<file path="src/rtl/alut_mem_arbiter_pkg.sv">
// Shared definitions for the ALUT table RAM arbiter: default geometry and lock FSM states.
package alut_mem_arbiter_pkg;

    localparam int ALUT_DW       = 83;
    localparam int ALUT_AW       = 8;
    localparam int ALUT_MAX_WAIT = 4;

    typedef enum logic [1:0] {
        IDLE     = 2'd0,
        LOCK_ADD = 2'd1,
        LOCK_AGE = 2'd2
    } arb_state_t;

endpackage

</file>
<file path="src/rtl/alut_mem_arbiter.sv">
// Single-port ALUT table arbiter: ADD has fixed priority, AGE is protected by a starvation
// counter, and a one-access lock gives either requester an atomic read-modify-write.
//
// Handshake: a requester raises x_req with x_we/x_addr/x_wdata/x_lock stable and holds them until
// x_gnt; the grant cycle is the RAM issue cycle, and a granted read returns x_rvalid/x_rdata on the
// following cycle. Dropping x_req before x_gnt is allowed and has no side effects.
module alut_mem_arbiter
    import alut_mem_arbiter_pkg::*;
#(
    parameter int DW       = ALUT_DW,
    parameter int AW       = ALUT_AW,
    parameter int MAX_WAIT = ALUT_MAX_WAIT
) (
    input  logic          pclk,
    input  logic          p_reset,
    input  logic          add_req,
    input  logic          add_we,
    input  logic [AW-1:0] add_addr,
    input  logic [DW-1:0] add_wdata,
    input  logic          add_lock,
    output logic          add_gnt,
    output logic          add_rvalid,
    output logic [DW-1:0] add_rdata,
    input  logic          age_req,
    input  logic          age_we,
    input  logic [AW-1:0] age_addr,
    input  logic [DW-1:0] age_wdata,
    input  logic          age_lock,
    output logic          age_gnt,
    output logic          age_rvalid,
    output logic [DW-1:0] age_rdata,
    output logic          ram_cs,
    output logic          ram_we,
    output logic [AW-1:0] ram_addr,
    output logic [DW-1:0] ram_wdata,
    input  logic [DW-1:0] ram_rdata,
    output logic          arb_busy,
    output arb_state_t    dbg_state
);

    localparam logic [3:0] MAX_W = 4'(MAX_WAIT);

    arb_state_t    state;
    logic [3:0]    starve_cnt;
    logic [DW-1:0] add_rdata_q;
    logic [DW-1:0] age_rdata_q;
    logic          age_forced;
    logic          add_win;

    always_comb begin
        add_gnt    = 1'b0;
        age_gnt    = 1'b0;
        age_forced = age_req && (starve_cnt == MAX_W);
        add_win    = add_req && !age_forced;
        if (!p_reset) begin
            unique case (state)
                IDLE: begin
                    add_gnt = add_win;
                    age_gnt = age_req && !add_win;
                end
                LOCK_ADD: add_gnt = add_req;
                LOCK_AGE: age_gnt = age_req;
                default: begin
                    add_gnt = 1'b0;
                    age_gnt = 1'b0;
                end
            endcase
        end
    end

    assign ram_cs    = add_gnt | age_gnt;
    assign ram_we    = add_gnt ? add_we    : (age_gnt ? age_we    : 1'b0);
    assign ram_addr  = add_gnt ? add_addr  : (age_gnt ? age_addr  : '0);
    assign ram_wdata = add_gnt ? add_wdata : (age_gnt ? age_wdata : '0);

    // Return data is live on the rvalid cycle and held from the register afterwards.
    assign add_rdata = add_rvalid ? ram_rdata : add_rdata_q;
    assign age_rdata = age_rvalid ? ram_rdata : age_rdata_q;

    assign arb_busy  = (state != IDLE) | add_rvalid | age_rvalid;
    assign dbg_state = state;

    always_ff @(posedge pclk or posedge p_reset) begin
        if (p_reset) begin
            state       <= IDLE;
            starve_cnt  <= '0;
            add_rvalid  <= 1'b0;
            age_rvalid  <= 1'b0;
            add_rdata_q <= '0;
            age_rdata_q <= '0;
        end else begin
            add_rvalid <= add_gnt & ~add_we;
            age_rvalid <= age_gnt & ~age_we;
            if (add_rvalid) add_rdata_q <= ram_rdata;
            if (age_rvalid) age_rdata_q <= ram_rdata;

            // A lock covers exactly one further access: the owner is either granted now or has
            // abandoned the lock by dropping its request, so a locked state never lasts two cycles.
            unique case (state)
                IDLE: begin
                    if (add_gnt && add_lock)      state <= LOCK_ADD;
                    else if (age_gnt && age_lock) state <= LOCK_AGE;
                end
                default: state <= IDLE;
            endcase

            if (!age_req || age_gnt)             starve_cnt <= '0;
            else if (add_gnt && starve_cnt != MAX_W) starve_cnt <= starve_cnt + 4'd1;
        end
    end

endmodule
</file>
<file path="config.mk">
export PLATFORM = sky130hd
export DESIGN_NAME = alut_mem_arbiter
export DESIGN_NICKNAME = d
export VERILOG_FILES = /design/src/rtl/alut_mem_arbiter_pkg.sv /design/src/rtl/alut_mem_arbiter.sv
export SDC_FILE = /design/constraint.sdc
export NUM_CORES = 1
export LEC_CHECK = 0
export ABC_CLOCK_PERIOD_IN_PS = 15900
export CORE_AREA = 2 2 210 212
export DETAILED_ROUTE_END_ITERATION = 8
export DIE_AREA = 0 0 212 214
export GPL_TIMING_DRIVEN = 0
export PLACE_DENSITY = 0.48
export SETUP_SLACK_MARGIN = 0.05
export SYNTH_ARGS = -nofsm -noshare
export SYNTH_HDL_FRONTEND = slang
export SYNTH_SLANG_ARGS = --single-unit
</file>
<file path="constraint.sdc">
create_clock -name pclk -period 15.9 [get_ports pclk]
set_clock_uncertainty 0.1 [all_clocks]
set_input_delay 2.385 -clock pclk [delete_from_list [all_inputs] [get_ports pclk]]
set_output_delay 2.385 -clock pclk [all_outputs]
set_load 0.02 [all_outputs]
</file>
Run 1, cell classes on the final placement:
(1 px per µm)
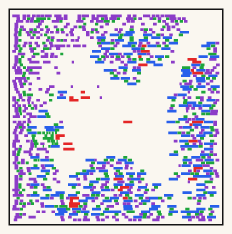
- purple: other buffers and delay cells (cells 579)
- green: combinational and other logic (cells 294)
- blue: flops (cells 174)
- red: clock drivers and dummy loads (cells 32)
post-route cell area: 0.01432 mm²
flop share of the area: 0.3041

Run 1, the metal 3 layer:
(2 px per µm)
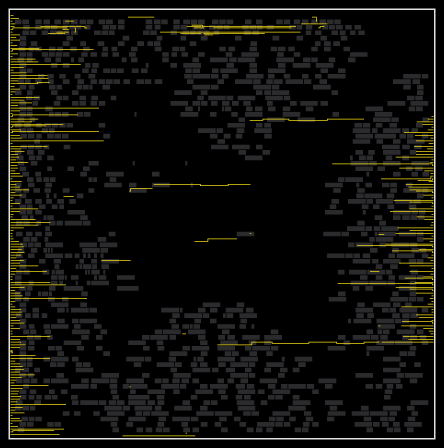
- share of all routed wire: 7.5%
- main direction: horizontal
- wire length on this layer: 2630 µm
- longest straight run: 69.9 µm
global-route met3 utilization: 0.04252
vias post-DR: 6575
drt total wl: 35.13 mm

Run 1, clock routing:
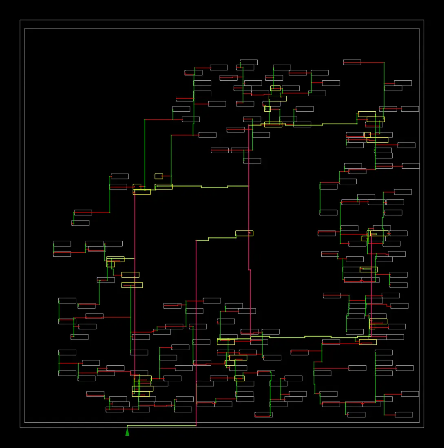
clk ins delay skew pair: 0.45 ns
clock group power: 0.461 mW

Run 1, clock network drawn from the DEF:
(2 px per µm)
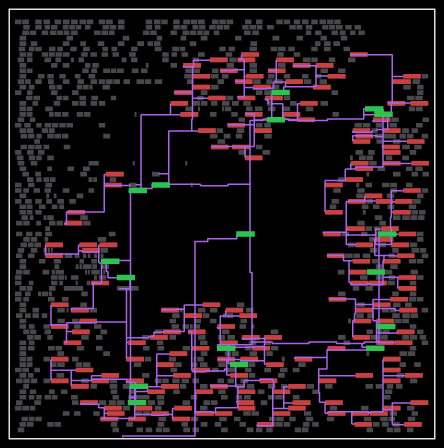
- purple: clock wires (length 2780 µm)
- green: clock drivers (count 17)
- red: flip-flops (count 174)
- flops lie: spread over the die
- routed clock nets: 18
Clk pwr share: 0.279

==> out/metrics.yaml, run 1 <==
min_period_ns: 7.471
top_cells_by_area: "dfrtp_1, mux2_2, a22o_1"
cap_violations: 0
synthTopCellsByCount: "dfrtp_1, mux2_2, a22o_1"
dieArea_mm2: 0.04537
fmax_mhz: 133.9
rrSetupSlack_ns: 13.81
non_clock_buffer_count: 579
drt_iter0_drc: 291
grt_pass1_wl_mm: 50.20
inverters: 6
drt-pass1-iter-count: 4
synthAoiAreaFrac: 0.1171
hold_violations: 0
clkTransAtPathRegs_ns: 0.07
setup_viol: 0
timing.final.max_slew_violations: 0
buffer_area_frac: 0.3956
mi_logic_area_mm2: 0.002897
synth_top_area_share: 0.5786
path_cells: "clkdlybuf4s50_1, nor3b_2, o21a_1, buf_2, buf_4, buf_6, a22o_1, clkdlybuf4s50_1"
comb_share: 0.2023
hold_depth: 1
gp_congestion: 0.9263
rr_worst_depth: 3
synth-area-yosys_mm2: 0.007525
ys_sh_mux: 0.2484
cts_sinks: 174
critPathSlowestCell: "clkdlybuf4s50_1"
crit_path_end_kind: "primary output"
synthXorXnorAreaFrac: 0
insertedDiodeCount: 1
regArea_mm2: 0.004354
outcome: "finished clean"
die_x_um: 212
worstPathBufferInverterCount: 5
initial_core_util: 0.1755
cts_buffer_depth: 2
cp.required_ns: 13.41
core_area_mm2: 0.04289
peakVddDrop_mv: 0.06757
tapCellCount: 585
grt_overflow: 0
start_kind: "input pin"
worstHoldEndpoint: "age_rdata_q[10]"
tns_ns: 0
hp-start: "age_rdata_q[10]"
r2r_end: "add_rdata_q[28]"
port_buffers: 538
warnings: 29
syn_nets: 783
track_usage: 0.1534
yosys_warnings: 0
final.period_utilization: 0.4699
largest_class: "buffers"
grt_antenna_before_repair: 1
critPathTopFamily: "buffers and inverters"
syn-mean-instance-area_um2: 14.81
synth.comb.largest_family: "multiplexers"
drc: 0
syn_area_mm2: 0.007525
num-fill-cells: 4346
wire_per_inst_um: 21.10
flop_cell: "dfrtp_1"
top_regs: "add_rdata_q x83, age_rdata_q x83, starve_cnt x4"
layout_top_cells: "clkdlybuf4s50_1, dfrtp_1, mux2_2"
min_path_type: "reg2reg"
critical_path.most_common_cell: "clkdlybuf4s50_1"
grt_start_max_net_pins: 105
crit_start: "p_reset"
die_y_um: 214
use_met2: 0.2765
grt_pass1_vias: 7153
cts_root_buffer: "clkbuf_16"
clockNetworkAreaShare: 0.04457
numSynthFlops: 174
ys_sh_adder: 0.003326
ys_sh_simple: 0.01613
tightest_slew_ns: 0.8925
num-nets-final: 1341
ios: 539
postRouteAntennaNets: 0
yosys_cells: 508
p_per_area_mw_per_mm2: 115.5
hold_buffers: 0
synth_seq_share: 0.5786
seq_cell_count: 174
comb_cells: 288
cts_max_level: 4
drt-met1-wl_mm: 13.82
cp.depth: 8
whs_ns: 0.3958
met1_usage: 0.1748
r2r-start: "add_rvalid"
async_flop_share: 1.000
num_rows: 76
crit_path_end: "ram_wdata[56]"
numCtsBuffers: 17
rsz0062_at_grt: "no"
drive_gt1_frac: 0.2206
maxUsedRoutingLayer: "met4"
final_layout_top_logic_cell: "clkdlybuf4s50_1"
top_area_cell: "dfrtp_1"
cts_tree: "built"
n_clock_buffer: 20
hpwl_mm: 28.86
synthCells: 508
cp_max_fo: 10
wl_met3_mm: 2.625
worstSetupPathType: "in2out"
cts_resized: 0
post_cts.repair.setup_buffers: 0
wl_met2_mm: 18.18
p_leak_nw: 5.725
most_common_cell: "dfrtp_1"
grt.busiest_layer: "met2"
syn_to_final_growth_pct: 90.27
enable_flop_cells: 0
maxSlewHeadroom: 0.4050
arrival_ns: 4.99
vias_per_cell: 3.949
crit_path_max_incr_delay_ns: 0.72
yosysUniqueCellTypes: 30
==> run 1: power breakdown <==
group / leakage [nW] / switching, mW / internal [mW] / total, mW
Combinational: 3.32 / 0.306 / 0.331 / 0.637
Sequential: 2.09 / 0.0208 / 0.535 / 0.556
Clock: 0.313 / 0.196 / 0.265 / 0.461
Total: 5.73 / 0.523 / 1.13 / 1.65
==> run 1: metrics by stage <==
step | power, mW | area (µm²) | util | worst slack (ns) | std cells
final | 1.654 | 14320 | 0.3338 | 8.429 | 1665
after global routing | 1.738 | 14320 | 0.3338 | 8.335 | 1665
after CTS | 1.687 | 14320 | 0.3338 | 8.411 | 1664
after detailed placement | 1.212 | 13680 | 0.3189 | 8.418 | 1632
after global placement | 1.206 | 13640 | 0.3181 | 5.602 | 1631
after floorplan | 0.8606 | 7525 | - | 8.698 | 508
==> inputs of run 2 (changes only) <==
--- a/config.mk
+++ b/config.mk
@@ -5,12 +5,12 @@
 export SDC_FILE = /design/constraint.sdc
 export NUM_CORES = 1
 export LEC_CHECK = 0
-export ABC_CLOCK_PERIOD_IN_PS = 15900
-export CORE_AREA = 2 2 210 212
+export ABC_CLOCK_PERIOD_IN_PS = 7260
+export CORE_AREA = 2 2 213 215
 export DETAILED_ROUTE_END_ITERATION = 8
-export DIE_AREA = 0 0 212 214
+export DIE_AREA = 0 0 215 217
 export GPL_TIMING_DRIVEN = 0
-export PLACE_DENSITY = 0.48
+export PLACE_DENSITY = 0.47
 export SETUP_SLACK_MARGIN = 0.05
 export SYNTH_ARGS = -nofsm -noshare
 export SYNTH_HDL_FRONTEND = slang
==> constraint.sdc (replaced) <==
create_clock -name pclk -period 7.26 [get_ports pclk]
set_clock_uncertainty 0.1 [all_clocks]
set_input_delay 1.089 -clock pclk [delete_from_list [all_inputs] [get_ports pclk]]
set_output_delay 1.089 -clock pclk [all_outputs]
set_load 0.02 [all_outputs]
Run 2, the metal 3 layer:
(1.5 px per µm)
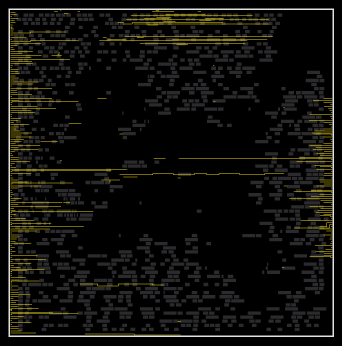
- longest straight run: 101 µm
- share of all routed wire: 9.8%
drt total wl: 35.68 mm
global-route met3 utilization: 0.05912
vias post-DR: 6568

==> run 2 against run 1 <==
Register-to-register slack worse by 8.7 ns. Non-clock buffer count unchanged. Synthesized area unchanged. Synthesized cell count unchanged. Critical path type unchanged. Critical endpoint is now ram_wdata[62]. Largest power group unchanged. Largest cell class unchanged. Highest routed layer is now met5. Clock power up 100%. Count of clock-buffer cells in the layout up 1. Worst hold slack worse by 0.0011 ns.
==> out/metrics.yaml, run 2 <==
outcome: "finished clean"
synthCells: 508
cts_root_buffer: "clkbuf_16"
synth_seq_share: 0.5786
crit_path_end: "ram_wdata[62]"
rrSetupSlack_ns: 5.12
top_cells_by_area: "dfrtp_1, mux2_2, a22o_1"
yosysUniqueCellTypes: 30
drt-met1-wl_mm: 14.02
crit_start: "p_reset"
arrival_ns: 3.73
grt_overflow: 0
ios: 539
power.net_switching_mw: 1.130
sequentialPower_mw: 1.22
whs_ns: 0.3947
flop_cell: "dfrtp_1"
placed_cells: 1647
warnings: 29
num-fill-cells: 4654
final_layout_top_logic_cell: "clkdlybuf4s50_1"
r2r_end: "add_rdata_q[40]"
cts_max_level: 4
instances_no_fill: 1679
comb_share: 0.2028
cts_sinks: 174
critPathSlowestCell: "clkdlybuf4s50_1"
seq_cell_count: 174
cp.depth: 8
timing.final.max_slew_violations: 0
crit_path_end_kind: "primary output"
drt-pass1-iter-count: 4
synthTopCellsByCount: "dfrtp_1, mux2_2, a22o_1"
tapCellCount: 600
track_usage: 0.1493
cts_buffer_depth: 2
setup_viol: 0
top_area_cell: "dfrtp_1"
p_per_area_mw_per_mm2: 248.9
final.period_utilization: 0.6782
cp.required_ns: 6.07
min_period_ns: 4.924
numSynthFlops: 174
fmax_mhz: 203.1
insertedDiodeCount: 0
synth-area-yosys_mm2: 0.007525
mi_logic_area_mm2: 0.002897
grt_pass1_wl_mm: 49.96
p_leak_nw: 5.697
cts_resized: 0
enable_flop_cells: 0
critPathTopFamily: "buffers and inverters"
worstSetupPathType: "in2out"
hp-start: "age_rdata_q[26]"
min_path_type: "reg2reg"
drt_iter0_drc: 273
switching_share: 0.3179
num_rows: 78
start_kind: "input pin"
layout_top_cells: "clkdlybuf4s50_1, dfrtp_1, mux2_2"
grt_antenna_before_repair: 4
core_area_mm2: 0.04470
peakVddDrop_mv: 0.1359
non_clock_buffer_count: 579
grt_start_max_net_pins: 109
gp_congestion: 0.8060
maxUsedRoutingLayer: "met5"
power_frac_clock: 0.263
critical_path.most_common_cell: "clkdlybuf4s50_1"
clock_latency_ns: 0.44
syn_to_final_growth_pct: 89.84
power_leader: "combinational cells"
crit_path_max_incr_delay_ns: 0.66
worstHoldEndpoint: "age_rdata_q[26]"
yosys_cells: 508
maxSlewHeadroom: 0.4209
buffer_area_frac: 0.3965
tightest_slew_ns: 0.8687
grt.busiest_layer: "met2"
hold_depth: 1
dieArea_mm2: 0.04666
fin_ws_ns: 2.336
[run 2: cell types whose count changed in the layout (fill, tap and decap cells not counted)]
cell | previous run | this run
clkinvlp_4 | 1 | 2
clkinv_4 | 1 | 2
clkbuf_8 | 3 | 2
bufinv_16 | 3 | 2
clkbuf_1 | 6 | 8
clkinv_2 | 1 | 2
diode_2 | 1 | 0
inv_8 | 4 | 1
[run 2: kinds of logic after synthesis]
| group | after synthesis | synth area share |
|---|---|---|
| and+or+nand+nor | 18 | 0.01613 |
| adders and majority gates | 2 | 0.003325 |
| DFF | 174 | 0.5787 |
| muxes | 166 | 0.2484 |
| buffers and inverters | 46 | 0.03641 |
| AOI/OAI and AO/OA | 102 | 0.1171 |
==> inputs of run 3 (changes only) <==
--- a/config.mk
+++ b/config.mk
@@ -5,12 +5,12 @@
 export SDC_FILE = /design/constraint.sdc
 export NUM_CORES = 1
 export LEC_CHECK = 0
-export ABC_CLOCK_PERIOD_IN_PS = 7260
-export CORE_AREA = 2 2 213 215
+export ABC_CLOCK_PERIOD_IN_PS = 3990
+export CORE_AREA = 2 2 210 212
 export DETAILED_ROUTE_END_ITERATION = 8
-export DIE_AREA = 0 0 215 217
+export DIE_AREA = 0 0 212 214
 export GPL_TIMING_DRIVEN = 0
-export PLACE_DENSITY = 0.47
+export PLACE_DENSITY = 0.5
 export SETUP_SLACK_MARGIN = 0.05
 export SYNTH_ARGS = -nofsm -noshare
 export SYNTH_HDL_FRONTEND = slang
==> constraint.sdc (replaced) <==
create_clock -name pclk -period 3.99 [get_ports pclk]
set_clock_uncertainty 0.1 [all_clocks]
set_input_delay 0.5985 -clock pclk [delete_from_list [all_inputs] [get_ports pclk]]
set_output_delay 0.5985 -clock pclk [all_outputs]
set_load 0.02 [all_outputs]
Run 3, clock routing:
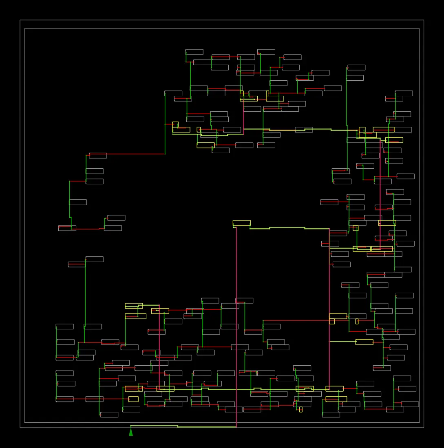
clock buffers: 21
total CTS buffers: 17
clock group power: 1.78 mW

==> run 3 against run 2 <==
Non-clock buffer count up 3. Sequential power up 82%. Core utilization up 1.5 points. Synthesized cell count unchanged. Combinational power up 82%. Global-route usage up 0.51 points. Worst hold slack better by 0.0012 ns. Via count up 0.84%. Critical path type is now reg2out. Die area down 2.8%. Count of clock-buffer cells in the layout unchanged. Critical path depth unchanged. Worst setup slack worse by 2.2 ns.
==> out/metrics.yaml, run 3 <==
outcome: "finished clean"
num_rows: 76
r2r_end: "age_rdata_q[27]"
gp_congestion: 0.8764
synth.comb.largest_family: "multiplexers"
syn_to_final_growth_pct: 90.87
rsz0062_at_grt: "no"
syn_area_mm2: 0.007525
top_regs: "add_rdata_q x83, age_rdata_q x83, starve_cnt x4"
drive_gt1_frac: 0.2192
cts_sinks: 174
dp_slack_ns: 0.1189
grt_antenna_before_repair: 5
worstHoldEndpoint: "age_rdata_q[49]"
r2r-start: "age_rvalid"
yosysUniqueCellTypes: 30
met1_usage: 0.1666
path_cells: "inv_1, ha_1, nand3b_1, a311oi_1, buf_6, buf_4, a22o_1, clkdlybuf4s50_1"
tightest_slew_ns: 0.8930
arrival_ns: 3.12
async_flop_share: 1.000
peakVddDrop_mv: 0.2295
power_leader: "combinational cells"
placed_cells: 1635
grt.busiest_layer: "met2"
port_buffers: 538
hpwl_mm: 29.41
sequentialPower_mw: 2.22
synth_seq_share: 0.5786
grt_pass1_wl_mm: 50.30
power_frac_clock: 0.272
grt_pass1_vias: 7184
crit_path_end: "ram_wdata[76]"
vias_per_cell: 3.961
drt-pass1-iter-count: 4
use_met2: 0.2689
fin_ws_ns: 0.1720
mi_logic_area_mm2: 0.002903
crit_path_end_kind: "primary output"
synth_top_area_share: 0.5786
hold_violations: 0
use_met3: 0.05395
cts_max_level: 4
yosys_cells: 508
timing.final.max_slew_violations: 0
worstSetupPathType: "reg2out"
ys_sh_adder: 0.003326
rrSetupSlack_ns: 1.84
flop_cell: "dfrtp_1"
cts_buffer_depth: 2
hp-start: "age_rdata_q[49]"
final_area_mm2: 0.01436
grt_start_max_net_pins: 39
start_kind: "flip-flop"
track_usage: 0.1544
warnings: 27
top_area_cell: "dfrtp_1"
crit_start: "starve_cnt[0]"
numSynthFlops: 174
synthCells: 508
layout_top_cells: "clkdlybuf4s50_1, dfrtp_1, mux2_2"
die_x_um: 212
final.period_utilization: 0.9569
min_period_ns: 3.818
fmax_mhz: 261.9
p_leak_nw: 5.741
wl_met3_mm: 2.877
dieArea_mm2: 0.04537
num-fill-cells: 4373
internal-power_mw: 4.519
drt-met1-wl_mm: 13.21
wirelength_mm: 35.29
ys_sh_simple: 0.01613
grt_overflow: 0
synthTopCellsByCount: "dfrtp_1, mux2_2, a22o_1"
switching_share: 0.3100
syn-mean-instance-area_um2: 14.81
synth-area-yosys_mm2: 0.007525
maxUsedRoutingLayer: "met4"
p_total_mw: 6.549
critPathSlowestCell: "clkdlybuf4s50_1"
top_cells_by_area: "dfrtp_1, mux2_2, a22o_1"
synthXorXnorAreaFrac: 0
power.net_switching_mw: 2.030
place_area_mm2: 0.01373
yosys_warnings: 0
cap_violations: 0
cts_tree: "built"
crit_path_max_incr_delay_ns: 0.76
p_per_area_mw_per_mm2: 456.0
ios: 539
drt_iter0_drc: 295
postRouteAntennaNets: 0
drc: 0
regArea_mm2: 0.004354
cts_root_buffer: "clkbuf_16"
cp.required_ns: 3.29
finalCoreUtilization: 0.3349
cp_max_fo: 10
rr_worst_depth: 3
most_common_cell: "dfrtp_1"
tns_ns: 0
hold_depth: 1
synthAoiAreaFrac: 0.1171
instances_no_fill: 1672
clkTransAtPathRegs_ns: 0.07
comb_power_mw: 2.55
wl_met2_mm: 18.06
final_layout_top_logic_cell: "clkdlybuf4s50_1"
maxSlewHeadroom: 0.4047
die_y_um: 214
vias: 6623
whs_ns: 0.3959
wire_per_inst_um: 21.11
ys_sh_mux: 0.2484
sequentialPowerShare: 0.339
p_comb_frac: 0.389
enable_flop_cells: 0
num-nets-final: 1344
clock_latency_ns: 0.46
setup_viol: 0
initial_core_util: 0.1755
syn_nets: 783
core_area_mm2: 0.04289
min_path_type: "reg2reg"
==> run 3: cell counts after synthesis <==
No cell type changed its count.
==> run 3: layout make-up <==
class                      instances  share of cell area
multi-input combinational        288              0.2021
buffer                            40             0.01751
antenna                            6            0.001045
clock inverter                    10             0.01133
inverter                           6            0.001829
sequential                       174              0.3032
timing repair buffer             542              0.3807
clock buffer                      21             0.03136
tap                              585             0.05096
==> run 3: repair_timing <==
action	in CTS	in global routing
gates resized	0	2
endpoints found under the setup margin	0	1
hold endpoints to repair	0	0
hold buffers	0	0
setup buffers	0	0
==> run 3: worst max-delay path, delay by kind of cell, from the launching register on <==
family / cells / cell delay [ns]
AOI/OAI and AO/OA: 2 / 0.56
DFF: 1 / 0.42
buffers and inverters: 4 / 1.29
adders and majority gates: 1 / 0.22
and+or+nand+nor: 1 / 0.16
Power is estimated from default activity; no workload was simulated.
